### Clock wires, drivers and flops, run 1

The bar under the picture is 20 um long.
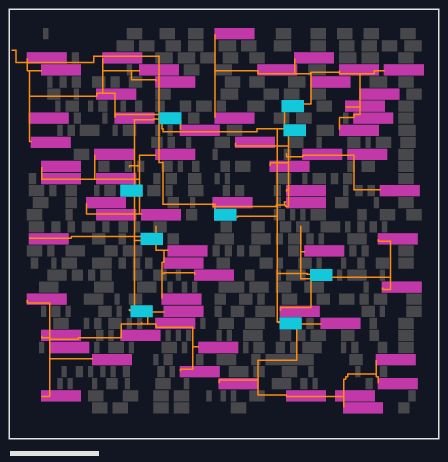
### Routed metal per tile, run 1

The die is cut into 19 by 19 equal tiles; dark blue is low, red is high, scaled to the fullest tile. Values are wire area over tile area, all layers added.
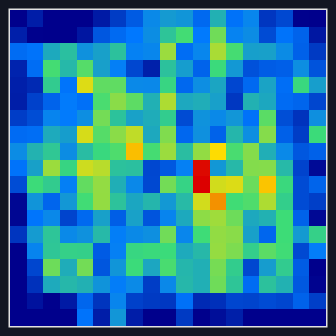
### Cells colored by class, run 1

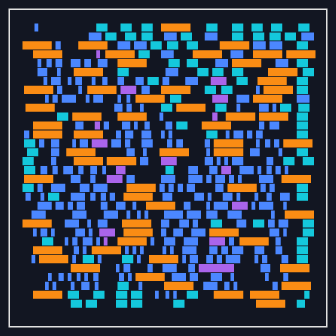
### src/rtl/conv_pkg.sv
// Shared state encoding, lane-mask constants and helpers for the
// two-window convolution scheduler and its position walker.
package conv_pkg;

    typedef enum logic [2:0] {
        ST_IDLE,
        ST_ISSUE,
        ST_WAIT,
        ST_EMIT,
        ST_FINISH
    } conv_state_t;

    localparam logic [1:0] KEEP_BOTH = 2'b11;
    localparam logic [1:0] KEEP_LOW  = 2'b01;

    localparam int KERNEL_SIZE_DEF = 3;
    localparam int MIN_DIM         = KERNEL_SIZE_DEF;

    // Number of valid lanes in a beat; drives the output address step.
    function automatic logic [1:0] keep_count(input logic [1:0] keep);
        return {1'b0, keep[0]} + {1'b0, keep[1]};
    endfunction

endpackage

### src/rtl/conv_pos_walker.sv
// Row/column/address walker over the valid output positions of one job,
// stepping two columns (one window pair) per advance.
module conv_pos_walker
    import conv_pkg::*;
#(
    parameter int DIM_WIDTH      = 6,
    parameter int OUT_ADDR_WIDTH = 12
) (
    input  logic                      clk,
    input  logic                      rst_n,
    input  logic                      init,
    input  logic                      advance,
    input  logic [DIM_WIDTH-1:0]      ow,
    input  logic [DIM_WIDTH-1:0]      oh,
    output logic [DIM_WIDTH-1:0]      row,
    output logic [DIM_WIDTH-1:0]      col,
    output logic [OUT_ADDR_WIDTH-1:0] addr,
    output logic [1:0]                keep,
    output logic                      last
);

    localparam int CW = DIM_WIDTH + 1;

    logic [DIM_WIDTH-1:0]      row_reg, row_next;
    logic [DIM_WIDTH-1:0]      col_reg, col_next;
    logic [OUT_ADDR_WIDTH-1:0] addr_reg, addr_next;
    logic [CW-1:0]             col_ext, row_ext, ow_ext, oh_ext;
    logic                      row_end;

    // One extra bit so col+2 never wraps near the top of the range.
    assign col_ext = {1'b0, col_reg};
    assign row_ext = {1'b0, row_reg};
    assign ow_ext  = {1'b0, ow};
    assign oh_ext  = {1'b0, oh};

    assign row_end = (col_ext + CW'(2)) >= ow_ext;
    assign keep    = ((col_ext + CW'(1)) < ow_ext) ? KEEP_BOTH : KEEP_LOW;
    assign last    = row_end && ((row_ext + CW'(1)) >= oh_ext);

    always_comb begin
        row_next  = row_reg;
        col_next  = col_reg;
        addr_next = addr_reg;
        if (init) begin
            row_next  = '0;
            col_next  = '0;
            addr_next = '0;
        end else if (advance) begin
            addr_next = addr_reg + OUT_ADDR_WIDTH'(keep_count(keep));
            if (row_end) begin
                col_next = '0;
                row_next = row_reg + DIM_WIDTH'(1);
            end else begin
                col_next = col_reg + DIM_WIDTH'(2);
            end
        end
    end

    always_ff @(posedge clk or negedge rst_n) begin
        if (!rst_n) begin
            row_reg  <= '0;
            col_reg  <= '0;
            addr_reg <= '0;
        end else begin
            row_reg  <= row_next;
            col_reg  <= col_next;
            addr_reg <= addr_next;
        end
    end

    assign row  = row_reg;
    assign col  = col_reg;
    assign addr = addr_reg;

endmodule

### src/rtl/conv_scheduler.sv
// Job sequencer for the two-window 3x3 convolution engine: issues one start
// per window pair, forwards both results over valid/ready, aborts on watchdog.
module conv_scheduler
    import conv_pkg::*;
#(
    parameter int DATA_WIDTH     = 8,
    parameter int KERNEL_SIZE    = MIN_DIM,
    parameter int DIM_WIDTH      = 6,
    parameter int OUT_ADDR_WIDTH = 12,
    parameter int TIMEOUT_CYCLES = 64
) (
    input  logic                      i_clk,
    input  logic                      i_rst_n,
    input  logic [DIM_WIDTH-1:0]      i_cfg_width,
    input  logic [DIM_WIDTH-1:0]      i_cfg_height,
    input  logic                      i_job_valid,
    output logic                      o_job_ready,
    output logic                      o_conv_start,
    output logic [DIM_WIDTH-1:0]      o_win_row,
    output logic [DIM_WIDTH-1:0]      o_win_col,
    input  logic                      i_conv_done,
    input  logic [DATA_WIDTH-1:0]     i_conv_result1,
    input  logic [DATA_WIDTH-1:0]     i_conv_result2,
    output logic                      o_out_valid,
    input  logic                      i_out_ready,
    output logic [2*DATA_WIDTH-1:0]   o_out_data,
    output logic [1:0]                o_out_keep,
    output logic [OUT_ADDR_WIDTH-1:0] o_out_addr,
    output logic                      o_busy,
    output logic                      o_done,
    output logic                      o_error
);

    localparam int                    WD_WIDTH = $clog2(TIMEOUT_CYCLES) + 1;
    localparam logic [DIM_WIDTH:0]    MIN_EXT  = (DIM_WIDTH + 1)'(KERNEL_SIZE);
    localparam logic [DIM_WIDTH-1:0]  SHRINK   = DIM_WIDTH'(KERNEL_SIZE - 1);
    localparam logic [WD_WIDTH-1:0]   WD_LAST  = WD_WIDTH'(TIMEOUT_CYCLES - 1);

    conv_state_t               state_reg, state_next;
    logic [DIM_WIDTH-1:0]      width_reg, height_reg;
    logic [WD_WIDTH-1:0]       wdog_reg;
    logic                      error_reg;
    logic                      armed_reg;
    logic [2*DATA_WIDTH-1:0]   lane_in, lane_bus;
    logic                      accept, cfg_bad, timeout, handshake, capture;
    logic [DIM_WIDTH-1:0]      ow, oh, row, col;
    logic [OUT_ADDR_WIDTH-1:0] addr;
    logic [1:0]                keep;
    logic                      last;

    // armed_reg keeps o_job_ready low while reset is held and for no longer.
    assign accept    = (state_reg == ST_IDLE) && armed_reg && i_job_valid;
    assign cfg_bad   = ({1'b0, i_cfg_width} < MIN_EXT) || ({1'b0, i_cfg_height} < MIN_EXT);
    assign timeout   = (wdog_reg == WD_LAST);
    assign handshake = (state_reg == ST_EMIT) && i_out_ready;
    assign capture   = (state_reg == ST_WAIT) && i_conv_done;
    assign ow        = width_reg - SHRINK;
    assign oh        = height_reg - SHRINK;
    assign lane_in   = {i_conv_result2, i_conv_result1};

    conv_pos_walker #(
        .DIM_WIDTH      (DIM_WIDTH),
        .OUT_ADDR_WIDTH (OUT_ADDR_WIDTH)
    ) u_walker (
        .clk     (i_clk),
        .rst_n   (i_rst_n),
        .init    (accept),
        .advance (handshake),
        .ow      (ow),
        .oh      (oh),
        .row     (row),
        .col     (col),
        .addr    (addr),
        .keep    (keep),
        .last    (last)
    );

    always_ff @(posedge i_clk or negedge i_rst_n) begin
        if (!i_rst_n) begin
            state_reg <= ST_IDLE;
        end else begin
            state_reg <= state_next;
        end
    end

    always_comb begin
        state_next = state_reg;
        case (state_reg)
            ST_IDLE:   if (accept) state_next = cfg_bad ? ST_FINISH : ST_ISSUE;
            ST_ISSUE:  state_next = ST_WAIT;
            // done has priority over a watchdog expiry in the same cycle
            ST_WAIT:   if (i_conv_done) state_next = ST_EMIT;
                       else if (timeout) state_next = ST_FINISH;
            ST_EMIT:   if (i_out_ready) state_next = last ? ST_FINISH : ST_ISSUE;
            ST_FINISH: state_next = ST_IDLE;
            default:   state_next = ST_IDLE;
        endcase
    end

    always_comb begin
        o_job_ready  = 1'b0;
        o_conv_start = 1'b0;
        o_out_valid  = 1'b0;
        o_out_keep   = '0;
        o_done       = 1'b0;
        o_busy       = (state_reg != ST_IDLE);
        case (state_reg)
            ST_IDLE:   o_job_ready = armed_reg;
            ST_ISSUE:  o_conv_start = 1'b1;
            ST_EMIT: begin
                o_out_valid = 1'b1;
                o_out_keep  = keep;
            end
            ST_FINISH: o_done = 1'b1;
            default: ;
        endcase
    end

    always_ff @(posedge i_clk or negedge i_rst_n) begin
        if (!i_rst_n) begin
            armed_reg  <= 1'b0;
            width_reg  <= '0;
            height_reg <= '0;
            wdog_reg   <= '0;
            error_reg  <= 1'b0;
        end else begin
            armed_reg <= 1'b1;
            if (accept) begin
                width_reg  <= i_cfg_width;
                height_reg <= i_cfg_height;
                error_reg  <= cfg_bad;
            end else if ((state_reg == ST_WAIT) && !i_conv_done && timeout) begin
                error_reg <= 1'b1;
            end
            if (state_reg == ST_WAIT) begin
                wdog_reg <= wdog_reg + WD_WIDTH'(1);
            end else begin
                wdog_reg <= '0;
            end
        end
    end

    genvar gi;
    generate
        for (gi = 0; gi < 2; gi++) begin : g_lane
            logic [DATA_WIDTH-1:0] lane_reg;
            always_ff @(posedge i_clk or negedge i_rst_n) begin
                if (!i_rst_n) begin
                    lane_reg <= '0;
                end else if (capture) begin
                    lane_reg <= lane_in[gi*DATA_WIDTH +: DATA_WIDTH];
                end
            end
            assign lane_bus[gi*DATA_WIDTH +: DATA_WIDTH] = lane_reg;
        end
    endgenerate

    assign o_win_row  = row;
    assign o_win_col  = col;
    assign o_out_addr = addr;
    assign o_out_data = lane_bus;
    assign o_error    = error_reg;

endmodule

### config.mk
export PLATFORM = sky130hd
export DESIGN_NAME = conv_scheduler
export DESIGN_NICKNAME = d
export VERILOG_FILES = /design/src/rtl/conv_pkg.sv /design/src/rtl/conv_pos_walker.sv /design/src/rtl/conv_scheduler.sv
export SDC_FILE = /design/constraint.sdc
export NUM_CORES = 1
export LEC_CHECK = 0
export CELL_PAD_IN_SITES_DETAIL_PLACEMENT = 1
export CELL_PAD_IN_SITES_GLOBAL_PLACEMENT = 1
export CORE_MARGIN = 3
export CORE_UTILIZATION = 41
export DETAILED_ROUTE_END_ITERATION = 16
export PLACE_DENSITY_LB_ADDON = 0.1
export SLEW_MARGIN = 20
export SYNTH_ARGS = -nofsm -noshare
export SYNTH_HDL_FRONTEND = slang
export SYNTH_SLANG_ARGS = --single-unit
### constraint.sdc
create_clock -name i_clk -period 7.4 [get_ports i_clk]
set_input_delay 1.48 -clock i_clk [delete_from_list [all_inputs] [get_ports i_clk]]
set_output_delay 1.48 -clock i_clk [all_outputs]
set_load 0.02 [all_outputs]
==> results_dict.tcl, run 1 <==
# flow metrics
set metrics [dict create \
    drt_wl_total_mm 8.297 \
    drive_gt1_share_pct 10.12 \
    numCtsBuffers 9 \
    dominantRegCellSynth "dfrtp_1" \
    crit_path_start_kind "register" \
    dp_slack_ns 3.216 \
    yosysUniqueCellTypes 47 \
    crit_start "width_reg[1]$_DFFE_PN0P_" \
    hold_buffers 0 \
    root_buffer "clkbuf_8" \
    synth-area-yosys_um2 3356 \
    avgSynthCellArea_um2 10.11 \
    setup_tns_ns 0 \
    cp-end-kind "output pin" \
    power.share.clock_pct 19.1 \
    outcome "finished clean" \
    final_hold_viol_count 0 \
    drv_cap 0 \
    routed_via_density 5.228 \
    critPathRequiredTime_ns 5.92 \
    hp-class "reg2reg" \
    grt_pass1_wl_mm 14.19 \
    ys_seq_share_pct 46.98 \
    clockBufferDepth 2 \
    ir_drop_uv 144.6 \
    cp_cell_sequence "inv_1 > ha_1 > ha_1 > a21o_1 > a21o_1 > maj3_1 > a21o_1 > nor2b_1 > clkdlybuf4s50_1" \
    io_buffers 79 \
    leakagePower_uw 0.001915 \
    synth.area.top_cells "dfrtp_1 (47%), ha_1 (8.2%), mux2_2 (5.4%), nand2_1 (4.8%), xnor2_1 (3.4%)" \
    numSynthFlops 63 \
    avgRoutedWirePerCell_um 16.05 \
    seqPwrFrac_pct 35.1 \
    setup_viol 0 \
    netlist_area_um2 3356 \
    cts_tree "built" \
    p_comb_share_pct 45.8 \
    first_global_vias 2887 \
    synth_cells 332 \
    fin_crit_ns 4.559 \
    fp.coreArea_um2 7848 \
    p_sw_uw 605.9 \
    fp-row-count 32 \
    antenna-diode-count 0 \
    vias 2703 \
    yosys.area.top_type "dfrtp_1" \
    cp_max_fo 4 \
    reg2reg_to "u_walker.addr[9]$_DFFE_PN0P_" \
    gp_congestion 0.8137 \
    finish.net_count 465 \
]
Notes on 'Clock wires, drivers and flops' above:
Cyan is clock-net drivers, count 9. Magenta is flip-flops, count 63. Orange is clock wires, length 873 um.
Position of the flops: widely spread. There are 10 routed clock nets.

Notes on 'Routed metal per tile' above:
19% of the tiles are over half the peak. 8.6% of the tiles are nearly empty. The densest ninth of the die: center. The mean over all tiles is 0.14.

Notes on 'Cells colored by class' above:
Orange is registers, cells 63. Cyan is remaining buffers and delay cells, cells 81. Blue is remaining logic cells, cells 255. Purple is clock drivers and dummy loads, cells 16.

[run 1: per-stage QoR]
step                util, %  total power [uW]  cells  hold WS (ns)
floorplan                 -             978.7    332        0.4329
global placement      53.56              1228    501        0.4484
detailed placement    53.56              1258    501        0.4535
CTS                   55.96              1567    517        0.4668
global route          55.96              1678    517        0.5061
finish                55.96              1543    517        0.4627
[run 1: area by class of cell]
| cell class | count | area (um^2) |
|---|---|---|
| clock inverters | 5 | 57.56 |
| clock buffers | 11 | 131.4 |
| multi-input cells | 241 | 1645 |
| inverters | 14 | 52.55 |
| fillers | 888 | 3456 |
| repair buffers | 81 | 800.8 |
| well taps | 102 | 127.6 |
| flip-flops and latches | 63 | 1577 |
[run 1: power by group through the flow]
stage          Clock [uW]  Sequential [uW]  Combinational [uW]
2_1_floorplan           0              596                 382
6_report              294              542                 707
4_1_cts               304              544                 719
5_1_grt               321              563                 795
3_5_place_dp            0              549                 709
3_3_place_gp            0              542                 686
[run 1: per-layer routing]
metal  global-route usage (%)  up-vias  wire length (um)
met3                    3.641       10               296
met5                        0        -                 0
met4                    6.308        0               120
met1                    25.09     1338              3503
li1                         -     1305                 -
met2                    33.56       50              4377
[run 1: critical path, delay by kind of cell, from the launching register on]
family | cells | cell delay, ns
buf+inv | 2 | 0.69
fa+ha+maj | 3 | 0.96
flops | 1 | 0.40
simple gates | 1 | 0.12
compound gates | 3 | 0.55
[run 1: cells by family after synthesis]
kind of cell | after synthesis | synth area share (%)
adder cells (fa/ha/maj) | 23 | 8.501
XOR/XNOR | 26 | 7.010
multiplexers | 16 | 5.369
flip-flops | 63 | 46.98
AND-OR/OR-AND | 54 | 10.48
AND/OR/NAND/NOR | 120 | 17.38
buffers and inverters | 28 | 4.064
other | 2 | 0.2238
[run 1: layout by cell type (no fill, tap or decap), types with 3 or more instances in the layout]
| master | count |
|---|---|
| o31ai_1 | 5 |
| clkbuf_8 | 9 |
| or3_1 | 3 |
| nand3_1 | 19 |
| inv_1 | 14 |
| xor2_1 | 12 |
| and3_1 | 5 |
| a21o_1 | 3 |
| nand2_1 | 43 |
| dfrtp_1 | 63 |
| o21ai_0 | 14 |
| ha_1 | 22 |
| nor2_1 | 21 |
| nor3_1 | 7 |
| a21oi_1 | 13 |
| a211oi_1 | 3 |
| mux2_2 | 16 |
| xnor2_1 | 13 |
| a311oi_1 | 3 |
| clkdlybuf4s50_1 | 78 |
| nor3b_1 | 4 |
| o211ai_1 | 4 |
[run 1: how the worst min path moves through the flow]
stage	startpoint	to	slack, ns
after floorplan	wdog_reg[0]$_DFF_PN0_	wdog_reg[0]$_DFF_PN0_	0.43
after global placement	wdog_reg[0]$_DFF_PN0_	wdog_reg[0]$_DFF_PN0_	0.45
after detailed placement	wdog_reg[0]$_DFF_PN0_	wdog_reg[0]$_DFF_PN0_	0.45
after CTS	wdog_reg[0]$_DFF_PN0_	wdog_reg[0]$_DFF_PN0_	0.47
after global routing	wdog_reg[0]$_DFF_PN0_	wdog_reg[0]$_DFF_PN0_	0.51
final	wdog_reg[0]$_DFF_PN0_	wdog_reg[0]$_DFF_PN0_	0.46
==> run 2: changes to the inputs <==
--- a/config.mk
+++ b/config.mk
@@ -8,7 +8,7 @@
 export CELL_PAD_IN_SITES_DETAIL_PLACEMENT = 1
 export CELL_PAD_IN_SITES_GLOBAL_PLACEMENT = 1
 export CORE_MARGIN = 3
-export CORE_UTILIZATION = 41
+export CORE_UTILIZATION = 38
 export DETAILED_ROUTE_END_ITERATION = 16
 export PLACE_DENSITY_LB_ADDON = 0.1
 export SLEW_MARGIN = 20
==> constraint.sdc (replaced) <==
create_clock -name i_clk -period 4.5 [get_ports i_clk]
set_input_delay 0.9 -clock i_clk [delete_from_list [all_inputs] [get_ports i_clk]]
set_output_delay 0.9 -clock i_clk [all_outputs]
set_load 0.02 [all_outputs]
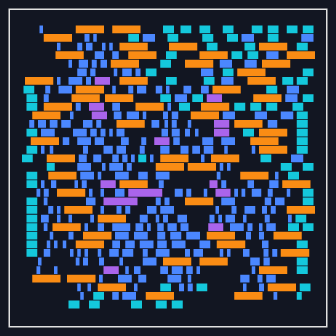
*Cells colored by class, run 2*
Orange is registers, cells 63. Blue is remaining logic cells, cells 255. Cyan is remaining buffers and delay cells, cells 81. Purple is clock drivers and dummy loads, cells 14.

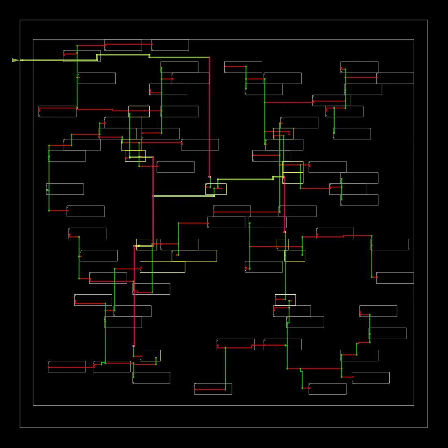
*Clock routing, run 2*
CLK BUF: 11
Clock Power: 550 uW
Flop Count: 63

==> results_dict.tcl, run 2 <==
# flow metrics
set metrics [dict create \
    fillers 928 \
    dominantRegCellSynth "dfrtp_1" \
    numSynthFlops 63 \
    grt_pass1_wl_mm 14.20 \
    hp-class "reg2reg" \
    layout.area.comb_um2 1645 \
    finish.net_count 465 \
    leakagePower_uw 0.001925 \
    fp.coreArea_um2 8382 \
    clockBufferDepth 2 \
    final_hold_viol_count 0 \
    vias 2713 \
    cp_max_fo 4 \
    first_global_vias 2940 \
    yosysUniqueCellTypes 47 \
    synthTopLogicFamily "simple AND/OR/NAND/NOR gates" \
    drive_gt1_share_pct 10.17 \
    numCtsBuffers 9 \
    min_from "wdog_reg[0]$_DFF_PN0_" \
    ys_seq_share_pct 46.98 \
    ir_drop_uv 226.8 \
    outcome "finished clean" \
    antenna-diode-count 0 \
    fp-row-count 33 \
    adder_share_pct 8.501 \
    whs_ns 0.4657 \
    avgRoutedWirePerCell_um 16.07 \
    critPathRequiredTime_ns 3.60 \
    yosys.area.top_type "dfrtp_1" \
    crit_path_start_kind "register" \
    drv_cap 0 \
    gr-max-usage-layer "met2" \
    root_buffer "clkbuf_8" \
    lay_top_count "clkdlybuf4s50_1" \
    fin_util_pct 52.80 \
    setup_viol 0 \
    lay_top_cells "clkdlybuf4s50_1 (78), dfrtp_1 (63), nand2_1 (43), ha_1 (22), nor2_1 (21)" \
    synth.area.top_cells "dfrtp_1 (47%), ha_1 (8.2%), mux2_2 (5.4%), nand2_1 (4.8%), xnor2_1 (3.4%)" \
    seq_area_um2 1577 \
    simple_gate_area_share_pct 17.38 \
    hold_buffers 0 \
    synthXorXnorAreaFrac_pct 7.010 \
    setup_tns_ns 0 \
]
-- run 2: layout make-up --
type	instances	share of cell area, %
clock inverter	3	1.527
timing repair buffer	81	18.09
clock buffer	11	3.421
multi-input combinational	241	37.18
sequential	63	35.62
inverter	14	1.187
tap	105	2.969
-- run 2: final timing paths --
kind                                                 end  slack, ns  depth (start not counted)
max in group asynchronous    u_walker.col[4]$_DFFE_PN0P_       2.93                          2
hold reg to reg                    wdog_reg[0]$_DFF_PN0_       0.47                          1
hold / removal                     wdog_reg[0]$_DFF_PN0_       0.47                          1
min in group asynchronous   u_walker.addr[5]$_DFFE_PN0P_       0.70                          1
setup reg to reg           u_walker.addr[11]$_DFFE_PN0P_       1.31                         14
setup / recovery                           o_out_keep[1]       0.50                          9
-- run 2: through the flow --
stage | std cells | setup slack (ns) | cell area (um^2)
2_1_floorplan | 332 | 1.435 | 3356
3_3_place_gp | 504 | 0.8802 | 4207
3_5_place_dp | 504 | 0.8527 | 4207
4_1_cts | 518 | 0.4620 | 4425
5_1_grt | 518 | 0.3573 | 4425
6_report | 518 | 0.4990 | 4425
-- run 2: kinds of logic after synthesis --
logic type                 after synthesis
muxes                                   16
adders and majority gates               23
buffers and inverters                   28
AOI/OAI and AO/OA                       54
and+or+nand+nor                        120
other                                    2
DFF                                     63
xor gates and xnor gates                26
-- run 2: critical path, stage by stage, from the launching register on --
cell             delay [ns]
dfrtp_1                0.40
inv_1                  0.08
ha_1                   0.33
ha_1                   0.29
a21o_1                 0.16
a21o_1                 0.18
maj3_1                 0.35
a21o_1                 0.22
nor2b_1                0.14
clkdlybuf4s50_1        0.62
-- run 2: power breakdown --
part	switching (uW)	internal, uW
Clock	213	336
Sequential	161	735
Combinational	610	549
Total	984	1620
-- run 2: metal layers --
| layer | vias to the layer above | share of wire [%] |
|---|---|---|
| li1 | 1303 | - |
| met1 | 1335 | 45 |
| met2 | 64 | 50 |
| met3 | 11 | 4.0 |
| met4 | 0 | 1.3 |
| met5 | - | 0 |
Power and IR drop assume default switching activity.
